## src/rtl/multicycle_control_unit_pkg.sv

```systemverilog
// Shared definitions for the multi-cycle RV32I control unit and the ALU it drives.
// Holds opcode constants, alu_op encodings, the control state enumeration,
// operand/write-back/PC source codes and the operation class used by alu_op_decode.
package multicycle_control_unit_pkg;

  localparam int unsigned OPC_W    = 7;
  localparam int unsigned ALU_OP_W = 4;
  localparam int unsigned CNT_W    = 32;

  // RV32I major opcodes handled by the control unit
  localparam logic [OPC_W-1:0] OPC_OP     = 7'b0110011;
  localparam logic [OPC_W-1:0] OPC_OP_IMM = 7'b0010011;
  localparam logic [OPC_W-1:0] OPC_LOAD   = 7'b0000011;
  localparam logic [OPC_W-1:0] OPC_STORE  = 7'b0100011;
  localparam logic [OPC_W-1:0] OPC_BRANCH = 7'b1100011;
  localparam logic [OPC_W-1:0] OPC_JAL    = 7'b1101111;
  localparam logic [OPC_W-1:0] OPC_JALR   = 7'b1100111;
  localparam logic [OPC_W-1:0] OPC_SYSTEM = 7'b1110011;

  // ALU operation codes; the compare result on alu_bcond is unsigned throughout
  typedef enum logic [ALU_OP_W-1:0] {
    ALU_ADD     = 4'b0000,  // bcond: EQ
    ALU_SUB     = 4'b0001,
    ALU_AND     = 4'b0100,
    ALU_OR      = 4'b0101,
    ALU_XOR     = 4'b1000,  // bcond: unsigned LT
    ALU_CMP_NE  = 4'b1010,  // bcond: NE
    ALU_CMP_GEU = 4'b1011   // bcond: unsigned GE
  } alu_op_e;

  typedef enum logic [3:0] {
    S_IF, S_ID, S_EX, S_MEM, S_WB, S_BR, S_JAL, S_JALR, S_HALT
  } state_e;

  typedef enum logic [1:0] {
    WB_ALUOUT = 2'd0,
    WB_MDR    = 2'd1,
    WB_PC4    = 2'd2
  } wb_sel_e;

  typedef enum logic [1:0] {
    PC_SRC_PC4    = 2'd0,
    PC_SRC_ALUOUT = 2'd1,
    PC_SRC_ALU    = 2'd2
  } pc_src_e;

  localparam logic       SRC_A_PC   = 1'b0;
  localparam logic       SRC_A_REG  = 1'b1;
  localparam logic [1:0] SRC_B_REG  = 2'd0;
  localparam logic [1:0] SRC_B_FOUR = 2'd1;
  localparam logic [1:0] SRC_B_IMM  = 2'd2;

  // What the ALU is being used for in the current state
  typedef enum logic [2:0] {
    CLS_NONE, CLS_ALU_R, CLS_ALU_I, CLS_ADDR, CLS_BRANCH
  } op_class_e;

endpackage

```

## src/rtl/multicycle_control_unit_alu_op_decode.sv

```systemverilog
// Combinational alu_op selection for the control unit.
// Ports: cls_i (operation class), funct3_i, funct7_5_i (ir[30]) ->
//        alu_op_o (ALU operation code), illegal_o (unsupported funct3).
module multicycle_control_unit_alu_op_decode
  import multicycle_control_unit_pkg::*;
(
  input  op_class_e  cls_i,
  input  logic [2:0] funct3_i,
  input  logic       funct7_5_i,
  output alu_op_e    alu_op_o,
  output logic       illegal_o
);

  always_comb begin
    alu_op_o  = ALU_ADD;
    illegal_o = 1'b0;
    case (cls_i)
      CLS_ALU_R, CLS_ALU_I: begin
        case (funct3_i)
          3'b000: begin
            // ir[30] selects SUB only for register-register ops; for ADDI it is immediate data
            if (cls_i == CLS_ALU_R && funct7_5_i) alu_op_o = ALU_SUB;
            else                                  alu_op_o = ALU_ADD;
          end
          3'b100:  alu_op_o  = ALU_XOR;
          3'b110:  alu_op_o  = ALU_OR;
          3'b111:  alu_op_o  = ALU_AND;
          default: illegal_o = 1'b1;
        endcase
      end
      CLS_BRANCH: begin
        // Signed compares (BLT/BGE) have no ALU support
        case (funct3_i)
          3'b000:  alu_op_o  = ALU_ADD;
          3'b001:  alu_op_o  = ALU_CMP_NE;
          3'b110:  alu_op_o  = ALU_XOR;
          3'b111:  alu_op_o  = ALU_CMP_GEU;
          default: illegal_o = 1'b1;
        endcase
      end
      default: alu_op_o = ALU_ADD;
    endcase
  end

endmodule

```

## src/rtl/multicycle_control_unit.sv

```systemverilog
// Multi-cycle RV32I control FSM: sequences IF/ID/EX/MEM/WB over a single shared
// memory port and drives the datapath muxes, ALU operation and write enables.
// Ports: clk, reset_n (async active-low); ir, mem_ready, alu_bcond, rf_x17_eq_10 in;
//        mem_req/mem_we/iord, ir_write, aluout_write, alu_src_a/b, alu_op,
//        reg_write, wb_sel, pc_write, pc_source, is_halted, illegal out.
// Outputs are decoded combinationally from the current state and inputs and are
// forced low while reset_n is asserted.
module multicycle_control_unit
  import multicycle_control_unit_pkg::*;
#(
  parameter int unsigned MEM_TIMEOUT = 0
) (
  input  logic        clk,
  input  logic        reset_n,
  input  logic [31:0] ir,
  input  logic        mem_ready,
  input  logic        alu_bcond,
  input  logic        rf_x17_eq_10,
  output logic        mem_req,
  output logic        mem_we,
  output logic        iord,
  output logic        ir_write,
  output logic        aluout_write,
  output logic        alu_src_a,
  output logic [1:0]  alu_src_b,
  output logic [3:0]  alu_op,
  output logic        reg_write,
  output logic [1:0]  wb_sel,
  output logic        pc_write,
  output logic [1:0]  pc_source,
  output logic        is_halted,
  output logic        illegal
);

  state_e           state_q, state_d;
  logic             illegal_q, illegal_d;
  logic [CNT_W-1:0] wait_cnt_q, wait_cnt_d;

  logic [OPC_W-1:0] opcode;
  logic [2:0]       funct3;
  logic             is_r, is_i, is_load, is_store;
  logic             timeout_c;
  op_class_e        cls;
  alu_op_e          dec_alu_op;
  logic             dec_illegal;
  logic             unused_ir_bits;

  assign opcode   = ir[6:0];
  assign funct3   = ir[14:12];
  assign is_r     = (opcode == OPC_OP);
  assign is_i     = (opcode == OPC_OP_IMM);
  assign is_load  = (opcode == OPC_LOAD);
  assign is_store = (opcode == OPC_STORE);

  assign unused_ir_bits = ^{ir[31], ir[29:15], ir[11:7]};

  // Fires on the last allowed waiting cycle; only meaningful while mem_ready is low
  assign timeout_c = (MEM_TIMEOUT != 0) && (wait_cnt_q == CNT_W'(MEM_TIMEOUT - 1));

  // ALU usage class for the decoder
  always_comb begin
    cls = CLS_NONE;
    if (state_q == S_EX) begin
      if (is_r)                     cls = CLS_ALU_R;
      else if (is_i)                cls = CLS_ALU_I;
      else if (is_load || is_store) cls = CLS_ADDR;
    end else if (state_q == S_BR) begin
      cls = CLS_BRANCH;
    end
  end

  multicycle_control_unit_alu_op_decode u_alu_op_decode (
    .cls_i      (cls),
    .funct3_i   (funct3),
    .funct7_5_i (ir[30]),
    .alu_op_o   (dec_alu_op),
    .illegal_o  (dec_illegal)
  );

  // State, sticky illegal flag and memory wait counter
  always_ff @(posedge clk or negedge reset_n) begin
    if (!reset_n) begin
      state_q    <= S_IF;
      illegal_q  <= 1'b0;
      wait_cnt_q <= '0;
    end else begin
      state_q    <= state_d;
      illegal_q  <= illegal_d;
      wait_cnt_q <= wait_cnt_d;
    end
  end

  // Next state and control outputs
  always_comb begin
    state_d      = state_q;
    illegal_d    = illegal_q;
    wait_cnt_d   = wait_cnt_q;
    mem_req      = 1'b0;
    mem_we       = 1'b0;
    iord         = 1'b0;
    ir_write     = 1'b0;
    aluout_write = 1'b0;
    alu_src_a    = SRC_A_PC;
    alu_src_b    = SRC_B_REG;
    alu_op       = ALU_ADD;
    reg_write    = 1'b0;
    wb_sel       = WB_ALUOUT;
    pc_write     = 1'b0;
    pc_source    = PC_SRC_PC4;
    is_halted    = 1'b0;
    illegal      = illegal_q;

    case (state_q)
      S_IF: begin
        mem_req = 1'b1;
        if (mem_ready) begin
          ir_write = 1'b1;
          state_d  = S_ID;
        end else if (timeout_c) begin
          state_d   = S_HALT;
          illegal_d = 1'b1;
        end
      end

      S_ID: begin
        // Branch/JAL target PC+imm is captured here while the opcode is decoded
        alu_src_a    = SRC_A_PC;
        alu_src_b    = SRC_B_IMM;
        alu_op       = ALU_ADD;
        aluout_write = 1'b1;
        case (opcode)
          OPC_OP, OPC_OP_IMM, OPC_LOAD, OPC_STORE: state_d = S_EX;
          OPC_BRANCH: state_d = S_BR;
          OPC_JAL:    state_d = S_JAL;
          OPC_JALR:   state_d = S_JALR;
          OPC_SYSTEM: begin
            if (rf_x17_eq_10) begin
              state_d = S_HALT;
            end else begin
              pc_write  = 1'b1;
              pc_source = PC_SRC_PC4;
              state_d   = S_IF;
            end
          end
          default: begin
            state_d   = S_HALT;
            illegal_d = 1'b1;
          end
        endcase
      end

      S_EX: begin
        alu_src_a    = SRC_A_REG;
        alu_src_b    = is_r ? SRC_B_REG : SRC_B_IMM;
        alu_op       = dec_alu_op;
        aluout_write = 1'b1;
        if (dec_illegal) begin
          state_d   = S_HALT;
          illegal_d = 1'b1;
        end else if (is_load || is_store) begin
          state_d = S_MEM;
        end else begin
          state_d = S_WB;
        end
      end

      S_BR: begin
        alu_src_a = SRC_A_REG;
        alu_src_b = SRC_B_REG;
        alu_op    = dec_alu_op;
        if (dec_illegal) begin
          state_d   = S_HALT;
          illegal_d = 1'b1;
        end else begin
          pc_write  = 1'b1;
          pc_source = alu_bcond ? PC_SRC_ALUOUT : PC_SRC_PC4;
          state_d   = S_IF;
        end
      end

      S_MEM: begin
        mem_req = 1'b1;
        iord    = 1'b1;
        mem_we  = is_store;
        if (mem_ready) begin
          if (is_store) begin
            pc_write  = 1'b1;
            pc_source = PC_SRC_PC4;
            state_d   = S_IF;
          end else begin
            state_d = S_WB;
          end
        end else if (timeout_c) begin
          state_d   = S_HALT;
          illegal_d = 1'b1;
        end
      end

      S_WB: begin
        reg_write = 1'b1;
        wb_sel    = is_load ? WB_MDR : WB_ALUOUT;
        pc_write  = 1'b1;
        pc_source = PC_SRC_PC4;
        state_d   = S_IF;
      end

      S_JAL: begin
        reg_write = 1'b1;
        wb_sel    = WB_PC4;
        pc_write  = 1'b1;
        pc_source = PC_SRC_ALUOUT;
        state_d   = S_IF;
      end

      S_JALR: begin
        alu_src_a = SRC_A_REG;
        alu_src_b = SRC_B_IMM;
        alu_op    = ALU_ADD;
        reg_write = 1'b1;
        wb_sel    = WB_PC4;
        pc_write  = 1'b1;
        pc_source = PC_SRC_ALU;
        state_d   = S_IF;
      end

      S_HALT: is_halted = 1'b1;

      default: begin
        state_d   = S_HALT;
        illegal_d = 1'b1;
      end
    endcase

    // Wait counter restarts on every state entry and advances while a request is open
    if (state_d != state_q) wait_cnt_d = '0;
    else if (mem_req)       wait_cnt_d = wait_cnt_q + CNT_W'(1);

    // Reset drops any open request immediately
    if (!reset_n) begin
      mem_req      = 1'b0;
      mem_we       = 1'b0;
      iord         = 1'b0;
      ir_write     = 1'b0;
      aluout_write = 1'b0;
      alu_src_a    = 1'b0;
      alu_src_b    = 2'd0;
      alu_op       = 4'd0;
      reg_write    = 1'b0;
      wb_sel       = 2'd0;
      pc_write     = 1'b0;
      pc_source    = 2'd0;
      is_halted    = 1'b0;
      illegal      = 1'b0;
    end
  end

endmodule

```

## config.mk

```make
export PLATFORM = sky130hd
export DESIGN_NAME = multicycle_control_unit
export DESIGN_NICKNAME = d
export VERILOG_FILES = /design/src/rtl/multicycle_control_unit_pkg.sv /design/src/rtl/multicycle_control_unit_alu_op_decode.sv /design/src/rtl/multicycle_control_unit.sv
export SDC_FILE = /design/constraint.sdc
export NUM_CORES = 1
export LEC_CHECK = 0
export CAP_MARGIN = 40
export CORE_UTILIZATION = 37
export CTS_CLUSTER_SIZE = 40
export DETAILED_ROUTE_END_ITERATION = 10
export GPL_ROUTABILITY_DRIVEN = 1
export PLACE_DENSITY = 0.84
export SYNTH_ARGS = -nofsm -noshare
export SYNTH_HDL_FRONTEND = slang
export SYNTH_SLANG_ARGS = --single-unit
```

## constraint.sdc

```tcl
create_clock -name clk -period 2.8 [get_ports clk]
set_clock_uncertainty 0.1 [all_clocks]
set_input_delay 0.28 -clock clk [delete_from_list [all_inputs] [get_ports clk]]
set_output_delay 0.28 -clock clk [all_outputs]
set_load 0.01 [all_outputs]
```

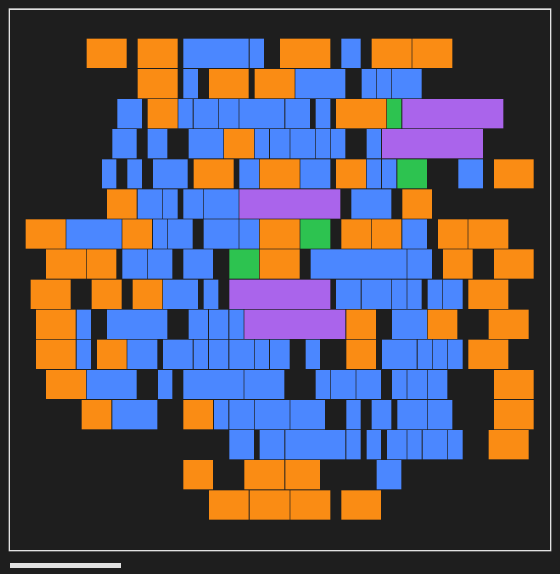
run_1/class_map.png
Scale bar: 10 um.
green -> clock drivers and dummy loads  # cells 4
purple -> registers  # cells 5
blue -> remaining logic cells  # cells 104
orange -> remaining buffers and delay cells  # cells 54
final cell area excluding filler cells: 0.001338 mm2
area inside the core boundary: 0.002002 mm2
post-route core utilization: 66.81%
cell row count: 16

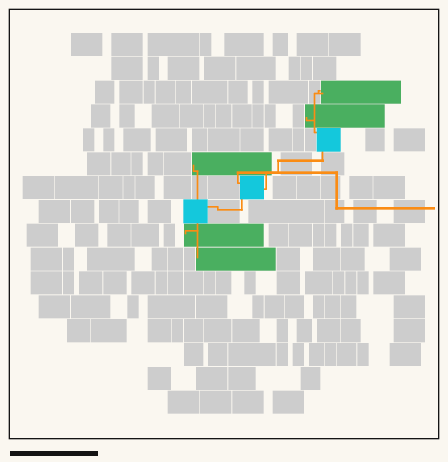
run_1/clock_wires.png
Scale bar: 10 um.
green -> flip-flops  # count 5
orange -> clock wires  # length 72.3 um
cyan -> clock-net drivers  # count 3
routed clock nets = 4
insertion delay at the late pin of the worst-skew pair: 0.24 ns
clock group total power: 0.0804 mW
clock share of power: 21.7%

==> summary.txt, run 1 <==
Numbers from the implementation run.

The share of cell area taken by multi-input logic gates is between 40% and 50%. The number of nets in the layout is 205. After synthesis, the most frequently instantiated cells are 16 x nand2_1, 16 x nor2_1, 7 x nor2b_1, 7 x nor3_1, 5 x dfrtp_1. The number of H-tree levels is 1. The setup slack after placement is -0.01178 ns. The cell area power density is 276.9 mW/mm2.

The delay of the slowest cell on the worst path is approximately 0.55 ns. The pre-placement core utilization is ~40%. The clock buffer count from CTS is 3. Per the post-synthesis stats, the area per cell is 6.989 um2. The top layer reached by signal wires is met4.

The final wirelength is between 2000 and 3000 um. The sequential logic power is 0.109 mW. The total of max-cap violations is 0. The flow ran to the end, and the final reports show no timing, DRC or antenna violations. STA reports a reg2reg setup slack of ~0.84 ns. The clock transition at the registers of the reported paths is approximately 0.04 ns. The remaining global-route overflow is 0.

The global-route wire length before repair is roughly 4600 um. The met2 wire length is about 1400 um. Summed over its instances, the top area cell type makes up 15.43% of the synthesized netlist area. Yosys attributes the largest share of cell area to dfrtp_1 15%, nand2_1 7.4%, nor2_1 7.4%. Sequential elements use 15.43% of the synthesized area. The leakage component of the power is around 0.56 nW.

The die covers 0.002382 mm2. The estimated wirelength of the detail-placed design is roughly 2100 um. Input and output buffers added on the ports amount to 34. Yosys reported a register bit count of 5. The count of antenna-violating nets left after detailed routing is 0. The DRC violation total after the first TritonRoute iteration is ~54. In this run the power spent charging and discharging nets is around 0.14 mW. STA classifies the critical path startpoint as a primary input.

The global routing met1 resource utilization is between 20% and 30%. In the final report, the number of endpoints failing setup comes to 0. The antenna diode count is 0. In this run the tools logged warnings totalling about 47.

The source of the worst register-to-register timing path is state_q[0]. TritonRoute output was used to compute an average wire per cell of 13.99 um. The number of flops mapped to enable cells by yosys is 0.

For met3 alone, demand over resource in global routing was about 7.5%. The number of search-and-repair iterations in the first detailed-routing pass is 4. The Yosys step of the flow raised 0 warnings. Multiplexer cells account for under 10% of the synthesized area.
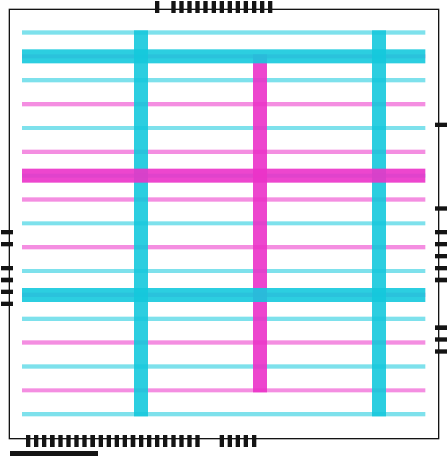
run_1/floorplan.png
Scale bar: 10 um. Pins as bars on the die edge.
magenta -> VDD
cyan -> VSS
rows = 16
met5 straps = 3
signal pins = 57
met4 straps = 3
met1 rails = 17

==> run 1 -> run 2 <==
--- a/config.mk
+++ b/config.mk
@@ -6,11 +6,13 @@
 export NUM_CORES = 1
 export LEC_CHECK = 0
 export CAP_MARGIN = 40
-export CORE_UTILIZATION = 37
+export CELL_PAD_IN_SITES_DETAIL_PLACEMENT = 1
+export CELL_PAD_IN_SITES_GLOBAL_PLACEMENT = 2
+export CORE_UTILIZATION = 18
 export CTS_CLUSTER_SIZE = 40
 export DETAILED_ROUTE_END_ITERATION = 10
 export GPL_ROUTABILITY_DRIVEN = 1
-export PLACE_DENSITY = 0.84
+export PLACE_DENSITY_LB_ADDON = 0.1
 export SYNTH_ARGS = -nofsm -noshare
 export SYNTH_HDL_FRONTEND = slang
 export SYNTH_SLANG_ARGS = --single-unit
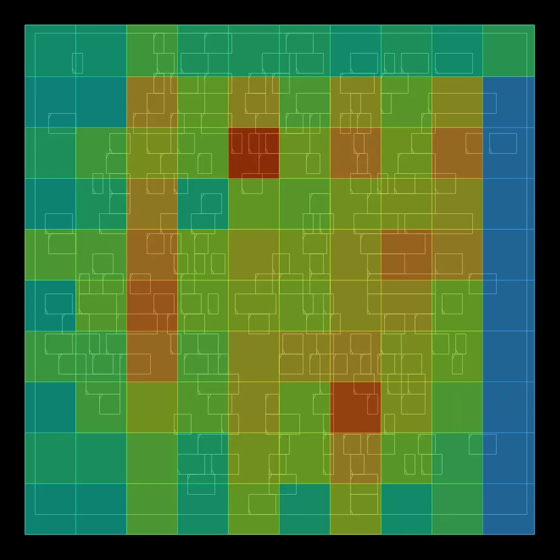
run_2/congestion_map.png
global-route total usage across every layer: 14.15%
drt wl/cell: 14.46 um

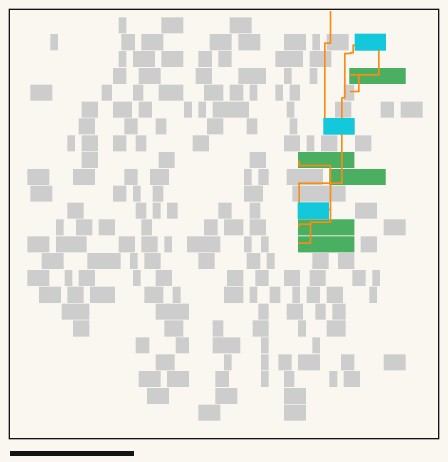
run_2/clock_wires.png
Scale bar: 20 um.
green -> flip-flops  # count 5
cyan -> clock-net drivers  # count 3
orange -> clock wires  # length 95.9 um
routed clock nets = 4

==> run 2 against run 1 <==
Net effect: total power rose by 21%; utilization fell by 33 points; count of clock-buffer cells in the layout fell by 1; design area rose by 8.6%; synthesized area did not move; first-iteration DRC count fell by 11%; critical path type unchanged; largest cell class unchanged; highest routed layer unchanged.
==> summary.txt, run 2 <==
Numbers from the implementation run.

The estimated wirelength of the detail-placed design is 2786 um (+30%). The register bit count reported by yosys is 5 (unchanged). The mean instance size in the synthesized netlist is 6.989 um2 (unchanged). The sequential logic power is 0.0962 mW (-10%). The area of the placeable core is 0.004354 mm2 (+120%). The multiplexer share of the synthesized area came to 1.852% (unchanged). The number of I/O port buffers is 34 (unchanged). The number of H-tree levels is 1 (unchanged). The remaining global-route overflow is 0 (unchanged). Sorting the synthesized cells by how often they occur yields 16 x nand2_1, 16 x nor2_1, 7 x nor2b_1, 7 x nor3_1, 5 x dfrtp_1. The final instance area is 0.001453 mm2 (+8.6%).

The pre-placement core utilization is 18.62% (-22 points). The run finished with clean final reports. The worst setup path is launched from a primary input.

The number of search-and-repair iterations in the first detailed-routing pass is 4 (unchanged). The setup slack after placement is -0.05406 ns (-0.04228 ns). The full die area is 0.004777 mm2 (+100%).

The power drawn by the clock network is 0.135 mW (+68%). The final wirelength came to 3283 um (+21%). The met2 wire length is 1675 um (+22%). In this run the critical register-to-register path is launched from state_q[0].

The main area contributors are dfrtp_1 15%, nand2_1 7.4%, nor2_1 7.4%. The global routing met3 resource utilization is 1.608% (-5.9 points). The global routing met1 resource utilization is 18.45% (-11 points). The total of max-cap violations is 0 (unchanged).

The source-to-sink clock delay at the later pin of the worst-skew pair was 0.22 ns (-0.02 ns). The number of rows created at floorplan came to 24 (+8). The number of warnings printed during yosys synthesis is 0 (unchanged).

The delay of the slowest cell on the worst path is 0.54 ns (about the same). The cell area power density is 309.2 mW/mm2 (+12%). The share of the core filled with cells was 33.36% (-33 points). The fraction of post-synthesis cell area in the top cell type by area is 15.43% (unchanged). The total number of warnings across the stage logs is 47 (unchanged). The DRC violation total after the first TritonRoute iteration came to 48 (-11%).
Power figures rest on the tool's default switching activity, not on a simulated workload.
